<file path="src/rtl/timer_ctrl_apb.sv">
// APB3 register block and prescaler driving the 8-bit timer's control inputs.
// Holds TDR/TCR, exposes flags and count, and generates the clk_ena count strobe.
module timer_ctrl_apb #(
    parameter int unsigned WAIT_STATES = 0,
    parameter logic [7:0]  RST_TDR     = 8'h00
) (
    input  logic       clk,
    input  logic       rst_n,
    input  logic       psel,
    input  logic       penable,
    input  logic       pwrite,
    input  logic [7:0] paddr,
    input  logic [7:0] pwdata,
    output logic [7:0] prdata,
    output logic       pready,
    output logic       pslverr,
    input  logic [7:0] tcnt,
    input  logic       overflow,
    input  logic       underflow,
    output logic [7:0] start_counter,
    output logic       load,
    output logic       up_down,
    output logic       enable,
    output logic       clk_ena,
    output logic       clr_overflow,
    output logic       clr_underflow
);

    typedef enum logic [1:0] {IDLE, SETUP, ACCESS} state_t;

    localparam logic       WS1      = (WAIT_STATES != 0);
    localparam logic [7:0] TCR_MASK = 8'h33;

    state_t     state;
    state_t     state_nxt;
    logic       wait_cnt;
    logic [7:0] tdr;
    logic [7:0] tcr;
    logic [3:0] div_cnt;
    logic [7:0] rd_mux;
    logic       wr_fire;
    logic       rd_fire;
    logic       wr_tdr;
    logic       wr_tcr;
    logic       wr_tsr;
    logic       cks_chg;

    // True in the cycle where div_cnt[k] has just turned 1 (low bits all zero).
    function automatic logic strobe_due(input logic [3:0] cnt, input logic [1:0] k);
        logic due;
        due = 1'b0;
        case (k)
            2'd0: due = cnt[0];
            2'd1: due = (cnt[1:0] == 2'b10);
            2'd2: due = (cnt[2:0] == 3'b100);
            default: due = (cnt == 4'b1000);
        endcase
        return due;
    endfunction

    always_ff @(posedge clk or negedge rst_n) begin
        if (!rst_n) begin
            state    <= IDLE;
            wait_cnt <= 1'b0;
        end else begin
            state    <= state_nxt;
            wait_cnt <= (state == ACCESS) && !pready;
        end
    end

    always_comb begin
        state_nxt = state;
        pready    = 1'b0;
        case (state)
            IDLE: begin
                if (psel && !penable)
                    state_nxt = SETUP;
            end
            SETUP: state_nxt = ACCESS;
            ACCESS: begin
                if (wait_cnt == WS1) begin
                    pready    = 1'b1;
                    state_nxt = (psel && !penable) ? SETUP : IDLE;
                end
            end
            default: state_nxt = IDLE;
        endcase
    end

    assign wr_fire = psel && penable && pready && pwrite;
    assign rd_fire = psel && penable && pready && !pwrite;
    assign wr_tdr  = wr_fire && (paddr == 8'h00);
    assign wr_tcr  = wr_fire && (paddr == 8'h01);
    assign wr_tsr  = wr_fire && (paddr == 8'h02);
    assign cks_chg = wr_tcr && (pwdata[1:0] != tcr[1:0]);

    always_comb begin
        rd_mux = 8'h00;
        case (paddr)
            8'h00: rd_mux = tdr;
            8'h01: rd_mux = tcr;
            8'h02: rd_mux = {6'b0, underflow, overflow};
            8'h03: rd_mux = tcnt;
            default: rd_mux = 8'h00;
        endcase
    end

    assign prdata  = rd_fire ? rd_mux : 8'h00;
    assign pslverr = pready && ((paddr > 8'h03) || ((paddr == 8'h03) && pwrite));

    // Register file and one-shot control pulses; LOAD is never stored.
    always_ff @(posedge clk or negedge rst_n) begin
        if (!rst_n) begin
            tdr           <= RST_TDR;
            tcr           <= 8'h00;
            load          <= 1'b0;
            clr_overflow  <= 1'b0;
            clr_underflow <= 1'b0;
        end else begin
            if (wr_tdr)
                tdr <= pwdata;
            if (wr_tcr)
                tcr <= pwdata & TCR_MASK;
            load          <= wr_tcr && pwdata[7];
            clr_overflow  <= wr_tsr && pwdata[0];
            clr_underflow <= wr_tsr && pwdata[1];
        end
    end

    // A CKS change restarts the divider so the new rate begins with a full period.
    always_ff @(posedge clk or negedge rst_n) begin
        if (!rst_n) begin
            div_cnt <= 4'd0;
            clk_ena <= 1'b0;
        end else if (cks_chg) begin
            div_cnt <= 4'd0;
            clk_ena <= 1'b0;
        end else begin
            div_cnt <= div_cnt + 4'd1;
            clk_ena <= strobe_due(div_cnt, tcr[1:0]);
        end
    end

    assign start_counter = tdr;
    assign up_down       = tcr[5];
    assign enable        = tcr[4];

endmodule

</file>
<file path="config.mk">
export PLATFORM = sky130hd
export DESIGN_NAME = timer_ctrl_apb
export DESIGN_NICKNAME = d
export VERILOG_FILES = /design/src/rtl/timer_ctrl_apb.sv
export SDC_FILE = /design/constraint.sdc
export NUM_CORES = 1
export LEC_CHECK = 0
export ABC_AREA = 1
export CAP_MARGIN = 20
export CORE_ASPECT_RATIO = 1.75
export CORE_UTILIZATION = 38
export CTS_CLUSTER_SIZE = 28
export DETAILED_ROUTE_END_ITERATION = 6
export GPL_ROUTABILITY_DRIVEN = 0
export MAX_ROUTING_LAYER = met4
export PLACE_DENSITY = 0.75
export SLEW_MARGIN = 20
export SYNTH_ARGS = -nofsm -noshare
export SYNTH_HDL_FRONTEND = slang
export SYNTH_SLANG_ARGS = --single-unit
</file>
<file path="constraint.sdc">
create_clock -name clk -period 1.35 [get_ports clk]
set_input_delay 0.135 -clock clk [delete_from_list [all_inputs] [get_ports clk]]
set_output_delay 0.135 -clock clk [all_outputs]
set_load 0.01 [all_outputs]
</file>
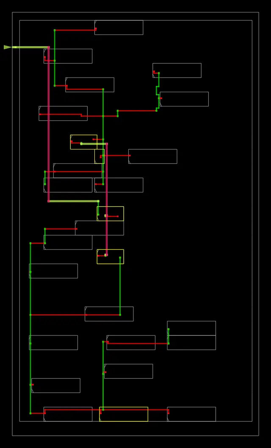
Fig. 1. Clock wiring as the flow saved it.
number of buffers created by CTS: 3
power in the clock group: 436 uW
setup clock skew after layout: 0.00336 ns
Clk Latency, worst-skew pair: 0.27 ns
# clock sinks: 23

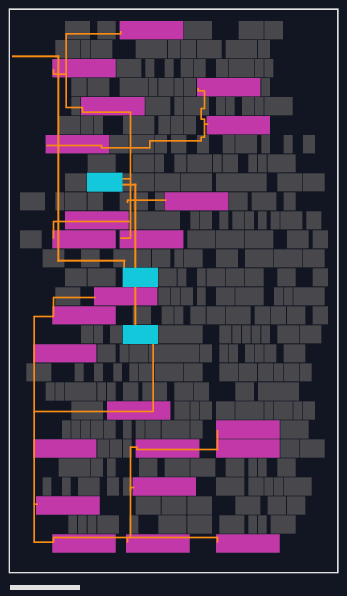
Fig. 2. Clock distribution.
Scale bar: 10 um.
legend:
  orange:
    item: clock wires
    length: 315 um
  cyan:
    item: cells driving clock nets
    count: 3
  magenta:
    item: flip-flops
    count: 23
routed clock nets: 4

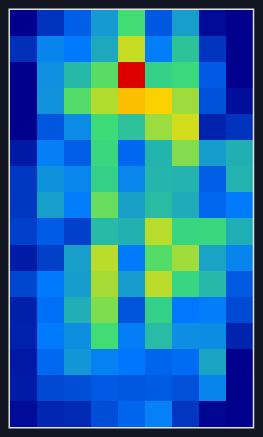
Fig. 3. Wiring heat map.
The die is cut into 9 by 16 equal tiles; dark blue is low, red is high, scaled to the fullest tile. Values are wire area over tile area, all layers added.
nearly empty tiles: 7.6%
tiles over half the peak: 15%
mean over tiles: 0.16
densest ninth of the die: top center
wire length per cell: 12.0 um
final WL: 3.87 mm
total number of vias: 1506
global router's overall resource usage: 22.2%

==> run_results.csv <==
group,metric,value,unit
global_routing,globalRouteMet2Util,38.9,%
layout,finalInstanceArea,0.00241,sq mm
timing,final_min_period_over_clock_period,123,%
floorplan,core,0.00336,sq mm
pwr,power.density,601,mW/mm^2
setup_path,end_kind,"primary output",
synthesis,post_synth_ao_oa_area_fraction,7.31,%
route,detailedRoute.firstIterationViolations,14,
synthesis,synth_top_cell_by_area,"sky130_fd_sc_hd__dfrtp_1",
route,post-route-drc-count,0,
layout,design.final.nets,312,
global_routing,gr-total-overflow,0,
synthesis,ys_sh_mux,0,%
pwr,power_switching_share,25.7,%
clock_tree,clock_path_buffers,2,
route,postRouteAntennaNets,0,
setup_path,critical_path_cell_count,10,
setup_path,worst_ep_required_time,1.22,ns
pwr,power.ir.vdd_worst,0.649,mV
setup_path,critical_path.endpoint,"prdata[4]",
global_routing,antenna_found_initial,0,
floorplan,row_count,28,
layout,design.seq.count,23,
pwr,static-leakage-power,1.36,nW
placed_design,dpl.hpwl,2.72,mm
synthesis,netlist_top_cells_count,"sky130_fd_sc_hd__nand2_1, sky130_fd_sc_hd__inv_1, sky130_fd_sc_hd__nand3_1, sky130_fd_sc_hd__dfrtp_1, sky130_fd_sc_hd__nor2_1",
pwr,power.largest_group,"sequential cells",
setup_path,critical_path_peak_fanout,3,
global_routing,grt_pass1_vias,1411,
pwr,seq-power,746,uW
clock_tree,ctsHoldBuffers,0,
clock_tree,htreeDepth,1,
timing,max_clock_freq,602,MHz
route,route.met2.wl,2.17,mm
synthesis,main_logic_family,"simple AND/OR/NAND/NOR gates",
timing,report.final.slew_viol_count,0,
layout,syn2layout_area_growth,80.8,%
timing,rsz0062_at_grt,"yes",
synthesis,syn_avg_cell_area,7.34,sq um
global_routing,top_usage_layer,"met2",
run,max_cap_violations,0,
layout,inverters_excl_clock,32,
timing,postLayoutSetupSlackWorst,-0.311,ns
placed_design,buffers_on_ports,54,
synthesis,synth-edff-count,0,
route,top_layer_reached_by_signal_wires,"met4",
floorplan,initCoreUtil,39.7,%
layout,layout.area.top_class,"non-clock buffers",
setup_path,setup.reg_to_reg.worst_slack,-0.27,ns
route,wl_met3,156,um
route,detailedRoute.firstPassIterationCount,4,
synthesis,ys_ff,23,
setup_path,crit_family,"buffers and inverters",
layout,signal_buffer_area_fraction,34.6,%
clock_tree,clock_tree_from_tritoncts,"built",
run_status,violations,"setup timing",
worst_hold_path,min_path_type,"input port to async pin",
pwr,combinationalPower,267,uW
synthesis,synthesis.area,0.00134,sq mm
synthesis,async_flop_share,100,%
pwr,comb_power_share,18.5,%
run_status,outcome,"finished with violations",
setup_path,start_kind,"flop",
layout,combAreaFraction,32.1,%
synthesis,yosys.area_share.simple,34.7,%
timing,setup_violations,30,
layout,layout_top_cell_excl_fill_tap,"sky130_fd_sc_hd__nand2_1",
clock_tree,quantity_of_gates_resized_following_cts,85,
timing,timing_worst_slew_pin_value,0.307,ns
synthesis,synth_largest_type_area_fraction,43.1,%
synthesis,yosys_cells,182,
layout,seqAreaFraction,23.8,%
floorplan,die.size.y,80.4,um
global_routing,use_met3,2.47,%
placed_design,placedCellCount,306,
layout,final-seq-area,576,sq um
synthesis,synth-adder-area-share,2.81,%
global_routing,grt_start_max_net_pins,24,
route,route.layer.met1.wl,1.42,mm
timing,worst_slack_on_hold_paths,0.214,ns
setup_path,critPathKind,"flop to primary output",
global_routing,use_met1,24.5,%
synthesis,synth-xor-area-share,1.31,%
Power is estimated from default activity; no workload was simulated.
